**config.mk**
```make
export PLATFORM = sky130hd
export DESIGN_NAME = uart_frame_loader
export DESIGN_NICKNAME = d
export VERILOG_FILES = /design/src/rtl/uart_frame_loader_pkg.sv /design/src/rtl/uart_frame_loader_rgb_packer.sv /design/src/rtl/uart_frame_loader.sv
export SDC_FILE = /design/constraint.sdc
export NUM_CORES = 1
export LEC_CHECK = 0
export ABC_AREA = 1
export ABC_CLOCK_PERIOD_IN_PS = 2400
export CORE_MARGIN = 3
export CORE_UTILIZATION = 44
export DETAILED_ROUTE_END_ITERATION = 8
export PLACE_DENSITY = 0.63
export SLEW_MARGIN = 20
export SYNTH_ARGS = -nofsm -noshare
export SYNTH_HDL_FRONTEND = slang
export SYNTH_SLANG_ARGS = --single-unit
export TNS_END_PERCENT = 5
```
**constraint.sdc**
```tcl
create_clock -name CLK100MHZ -period 2.4 [get_ports CLK100MHZ]
set_clock_uncertainty 0.1 [all_clocks]
set_input_delay 0.72 -clock CLK100MHZ [delete_from_list [all_inputs] [get_ports CLK100MHZ]]
set_output_delay 0.72 -clock CLK100MHZ [all_outputs]
set_load 0.1 [all_outputs]
```
**src/rtl/uart_frame_loader_pkg.sv**
```systemverilog
// loader_pkg: shared state enum, pixel type and default parameters for the UART frame loader.
package loader_pkg;
  typedef enum logic [1:0] {IDLE, LOAD, DONE, ABORT} loader_state_t;
  typedef logic [23:0] pixel_t;
  localparam int DEF_PIXELS = 76800;
  localparam int DEF_ADDR_W = 18;
  localparam int DEF_TIMEOUT_CYC = 10_000_000;
  localparam logic [7:0] DEF_SYNC_BYTE = 8'hA5;
endpackage

```
**src/rtl/uart_frame_loader_rgb_packer.sv**
```systemverilog
// rgb_packer: gathers three bytes into an {R,G,B} pixel; pixel_valid fires combinationally with the third byte.
module rgb_packer
  import loader_pkg::*;
(
  input  logic       clk,
  input  logic       i_rst_n,
  input  logic       i_clr,
  input  logic       i_strobe,
  input  logic [7:0] i_byte,
  output logic       o_valid,
  output pixel_t     o_pixel
);
  logic [1:0] r_idx;
  logic [7:0] r_r;
  logic [7:0] r_g;
  always_ff @(posedge clk)
    if (!i_rst_n || i_clr) begin
      r_idx <= '0;
      r_r   <= '0;
      r_g   <= '0;
    end else if (i_strobe) begin
      r_idx <= (r_idx == 2'd2) ? 2'd0 : r_idx + 2'd1;
      if (r_idx == 2'd0) r_r <= i_byte;
      if (r_idx == 2'd1) r_g <= i_byte;
    end
  assign o_valid = i_strobe && r_idx == 2'd2;
  assign o_pixel = {r_r, r_g, i_byte};
endmodule

```
**src/rtl/uart_frame_loader.sv**
```systemverilog
// uart_frame_loader: waits for a sync byte, packs UART bytes into RGB pixels and writes a full frame to BRAM port A.
module uart_frame_loader
  import loader_pkg::*;
#(
  parameter int         PIXELS      = DEF_PIXELS,
  parameter int         ADDR_W      = DEF_ADDR_W,
  parameter int         TIMEOUT_CYC = DEF_TIMEOUT_CYC,
  parameter logic [7:0] SYNC_BYTE   = DEF_SYNC_BYTE
) (
  input  logic              CLK100MHZ,
  input  logic              CPU_RESETN,
  input  logic              rx_ready,
  input  logic [7:0]        rx_data,
  output logic              wr_en,
  output logic [ADDR_W-1:0] wr_addr,
  output logic [23:0]       wr_data,
  output logic              busy,
  output logic              frame_done,
  output logic              frame_err
);
  localparam int TO_W = $clog2(TIMEOUT_CYC);
  loader_state_t r_state, w_next;
  logic [ADDR_W-1:0] r_pix;
  logic [TO_W-1:0]   r_to;
  logic              r_wr_en, r_busy, r_done, r_err;
  logic [ADDR_W-1:0] r_wr_addr;
  pixel_t            r_wr_data;
  logic              w_load, w_sync, w_to, w_pv, w_last;
  pixel_t            w_pix;
  assign w_load = r_state == LOAD;
  assign w_sync = r_state == IDLE && rx_ready && rx_data == SYNC_BYTE;
  assign w_to   = w_load && !rx_ready && (r_to + TO_W'(1)) == TO_W'(TIMEOUT_CYC - 1);
  assign w_last = w_pv && r_pix == ADDR_W'(PIXELS - 1);
  rgb_packer u_packer (
    .clk      (CLK100MHZ),
    .i_rst_n  (CPU_RESETN),
    .i_clr    (w_sync || w_to),
    .i_strobe (w_load && rx_ready),
    .i_byte   (rx_data),
    .o_valid  (w_pv),
    .o_pixel  (w_pix)
  );
  always_comb begin
    w_next = IDLE;
    w_next = r_state == IDLE ? (w_sync ? LOAD : IDLE)
           : r_state == LOAD ? (w_last ? DONE : w_to ? ABORT : LOAD)
           : IDLE;
  end
  // done/err pulses trail their state by one cycle so frame_done lands after the last wr_en
  always_ff @(posedge CLK100MHZ)
    if (!CPU_RESETN) begin
      r_state   <= IDLE;
      r_pix     <= '0;
      r_to      <= '0;
      r_wr_en   <= 1'b0;
      r_wr_addr <= '0;
      r_wr_data <= '0;
      r_busy    <= 1'b0;
      r_done    <= 1'b0;
      r_err     <= 1'b0;
    end else begin
      r_state <= w_next;
      r_pix   <= w_sync ? '0 : w_pv ? r_pix + ADDR_W'(1) : r_pix;
      r_to    <= (w_sync || rx_ready) ? '0 : w_load ? r_to + TO_W'(1) : r_to;
      r_wr_en <= w_pv;
      if (w_pv) begin
        r_wr_addr <= r_pix;
        r_wr_data <= w_pix;
      end
      r_busy <= w_next != IDLE;
      r_done <= r_state == DONE;
      r_err  <= r_state == ABORT;
    end
  assign wr_en      = r_wr_en;
  assign wr_addr    = r_wr_addr;
  assign wr_data    = r_wr_data;
  assign busy       = r_busy;
  assign frame_done = r_done;
  assign frame_err  = r_err;
endmodule

```
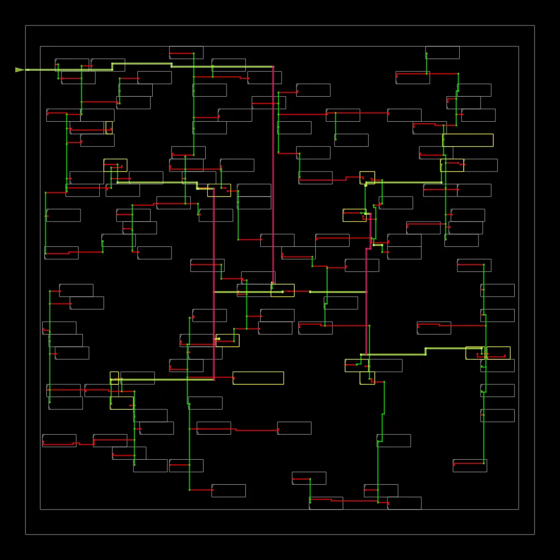
Fig. 1. Clock routing.
Worst-Skew Late Latency: 380 ps
clock network power: 1.23 mW
clock buf count: 10
seq_cells: 108

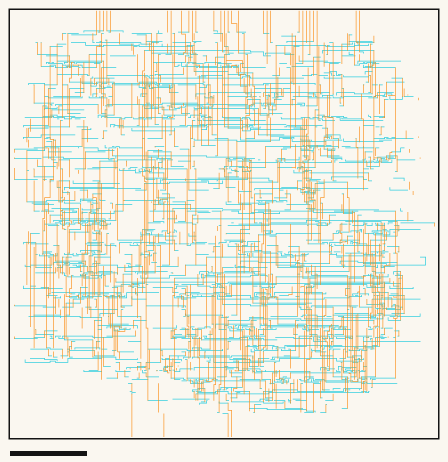
Fig. 2. Routed metal, one color a layer.
The bar under the picture is 20 um long. Only two layers are drawn.
color	layer	wire length
orange	M2	5210 um
cyan	M1	5530 um
gr usage total: 19.3%
routed wire length: 11400 um
WL per Instance: 12.6 um

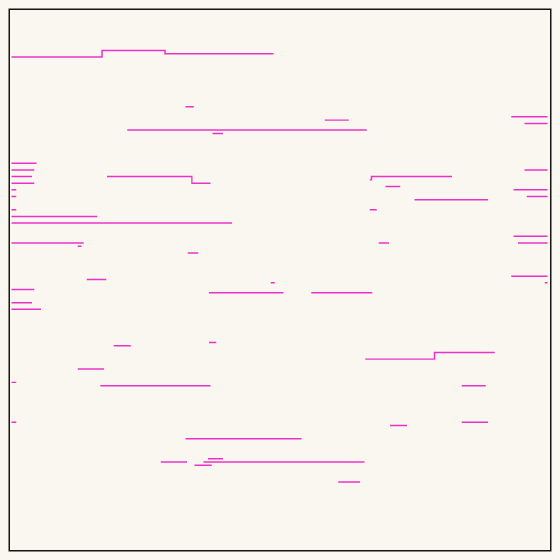
Fig. 3. Metal 3.
share of all routed wire	4.5%
longest straight run	48.8 um
main direction	horizontal

==> flow_summary.ini <==
; flow metrics
[worst_setup_path]
criticalPathCategory = input pin to flop
path_cells = clkdlybuf4s50_1, nand2_2, nor2_4, nand3_1, nor2_2, nand2_1, nor2_1, nand3_1, nand2_1, nor3b_1
worst-path-stages = 10
max_stage_delay_ps = 560
worstPathRequired_ps = 2600
rrSetupSlack_ps = 230
r2r_start = r_to[0]
crit_family = simple AND/OR/NAND/NOR gates
start_kind = input pin
critPathBufInv = 1
crit_arrival_ps = 2390
slowest_stage = clkdlybuf4s50_1
worstPathMaxFanout = 5
endpoint_kind = flop
rr_endpoint = u_packer.r_r[1]
rr_worst_depth = 12

[final_timing]
hold_viol_final = 0
tightestPinTransition_ps = 492
rsz0062_at_grt = false
fin_setup_tns_ps = 0
drv_slew = 0
fin_crit_ps = 2200
setup_viol = 0
fmax_mhz = 455
finalCritPeriodShare_pct = 91.5
timing.hold.ws_ps = 363
relSlewSlack_pct = 67.1
worst_slack_ps = 204

[grt]
grt_pass1_vias = 4247
antenna_found_initial = 0
grt_busiest_layer = met2
grt_pass1_wl_um = 19700
overflow = 0
grt_max_degree = 70
grt.met3_usage_pct = 5.10

[min_path]
hp-start = u_packer.r_g[2]
whs_path_depth = 2
whs_endpoint = wr_data[10]
hold_path_class = flop to flop

[finish]
nNonClkInverters = 95
comb_area_share_pct = 37.7
final.signal_buffer_count = 90
nMultiInputCombCells = 459
seq-cell-share_pct = 37.2
layout.nonclk_buf_share_pct = 12.3
stdcell_area_sq_um = 5820
drive_gt1_share_pct = 16.1
area_share_clock_buf_inv_pct = 3.81
final_util_pct = 55.6
nets = 777
logic_area_sq_um = 2200
fill_cells = 1046
largest_class = logic gates
antennaDiodeCount = 0
ff_latch_area_sq_um = 2160

[power_and_ir_drop]
p_switching_mw = 0.687
p_clk_share_pct = 39.6
p_int_mw = 2.43
p_seq_mw = 1.79
power.density_nw_per_um2 = 535
netSwitchingFraction_pct = 22.0
seqPwrFrac_pct = 57.5
powerComb_mw = 0.0897
power.leakage_nw = 2.48
ir_drop_mv = 0.417
power-top-group = registers
share_comb_of_total_power_pct = 2.9

[floorplanning]
core-area_sq_um = 10500
row_count = 37
io-pin-count = 57
fp_util_pct = 46.0
taps = 136
chipArea_sq_um = 12200
die_w_um = 111

[clocking]
tritoncts = yes
cts_made_buffers = 9
cts_max_level = 3
cts-resized-gates = 0
clock_sinks = 108
clk_pin_slew_worst_paths_ps = 90
cts_buffer_depth = 2
post_cts_buffers = 0
root_buffer = clkbuf_8

[synthesis]
yosysCellCount = 686
synthMuxAreaShare_pct = 0
xor_share_pct = 1.27
top_cells_by_area = dfxtp_1 45%, nand2_1 9.7%, nor2_1 8.0%, o21ai_0 7.3%, inv_1 7.2%
synth_area_sq_um = 4820
synth_area_per_cell_sq_um = 7.02
yosys_warnings = 0
synth-seq-cells = 108
syn_inst = 686
async_reset_ff_share_pct = 0
syn_nets = 700
simple_gate_share_pct = 27.6
flop_cell = dfxtp_1
topCombFamilyByArea = simple AND/OR/NAND/NOR gates
yosysUniqueCellTypes = 32
synth-edff-count = 0
ys_sh_aoi_pct = 15.7
synth_area_leader_cell = dfxtp_1
fa_ha_area_share_pct = 0.779
yosys_area_sq_um = 4820
top_area_share_pct = 44.9

[run]
maxCapViolations = 0
warning_count = 27

[place]
routabilityCongestion = 0.833
dpl_cell_area_sq_um = 5570
port_buffers = 56
place_hpwl_um = 8420
post-place-cells = 885

[drt]
drcViolationCount = 0
viasPerCell = 4.87
drtIter0Drc = 273
first_pass_iters = 4
ant_nets = 0

[run_status]
status = finished, final reports clean
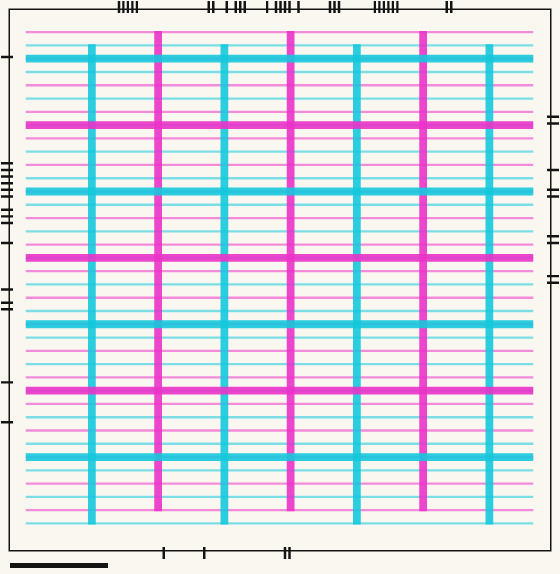
Fig. 4. Floorplan with the power grid.
The bar under the picture is 20 um long. Pins as bars on the die edge.
color	net
cyan	VSS
magenta	VDD
rows	37
met5 straps	7

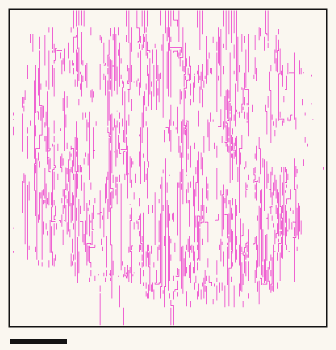
Fig. 5. The metal 2 layer.
The bar under the picture is 20 um long.
main direction	vertical
nets with wire on the layer	597
DR vias: 4403
met2 usage: 31.7%

[cell usage in the layout, fill, tap and decap left out, types with 2 or more instances in the layout]
cell,instances
o21ai_0,70
nor2_2,16
buf_4,79
o21bai_1,2
clkbuf_8,9
xor2_1,5
xnor2_1,2
nand3_1,26
clkdlybuf4s50_1,10
dfxtp_1,108
a211oi_1,3
nand4_1,10
clkinv_1,2
inv_1,92
nor4_1,4
a21oi_1,60
nand2_2,5
o211ai_1,7
nand2_1,124
nor2_1,102
bufinv_16,2
nor3_1,7
o21ai_1,2
ha_1,3
nor2_4,5
[per-layer routing]
metal  share of wire (%)  vias to the layer above
li1                    -                     2347
met1                  49                     1966
met2                  46                       79
met3                 4.4                       11
met4                 1.3                        0
met5                   0                        -
[cells by family (layout without fill, tap and decap cells)]
| kind of cell | count (synthesis) | after routing |
|---|---|---|
| fa+ha+maj | 3 | 3 |
| buf+inv | 119 | 201 |
| flops | 108 | 108 |
| xor+xnor | 7 | 7 |
| compound gates | 145 | 145 |
| simple gates | 304 | 304 |
[worst max-delay path by stage]
stage                  start           endpoint
floorplan            r_to[1]    u_packer.r_g[0]
global placement    rx_ready          r_pix[17]
detailed placement  rx_ready          r_pix[14]
CTS                  r_to[0]  u_packer.r_idx[1]
global route         r_to[0]    u_packer.r_r[1]
finish              rx_ready          r_pix[14]
[Yosys cell counts (3+ instances only)]
cell type,count
nand2_2,5
nor2_2,16
a211oi_1,3
nor2_4,5
inv_1,92
buf_2,3
nor2_1,102
nand4_1,10
nand2_1,124
dfxtp_1,108
nor3_1,7
nor4_1,4
o211ai_1,7
xor2_1,5
clkbuf_1,18
a21oi_1,60
nand3_1,26
ha_1,3
o21ai_0,70
No activity file was given, so power comes from the tool's default toggle rates.
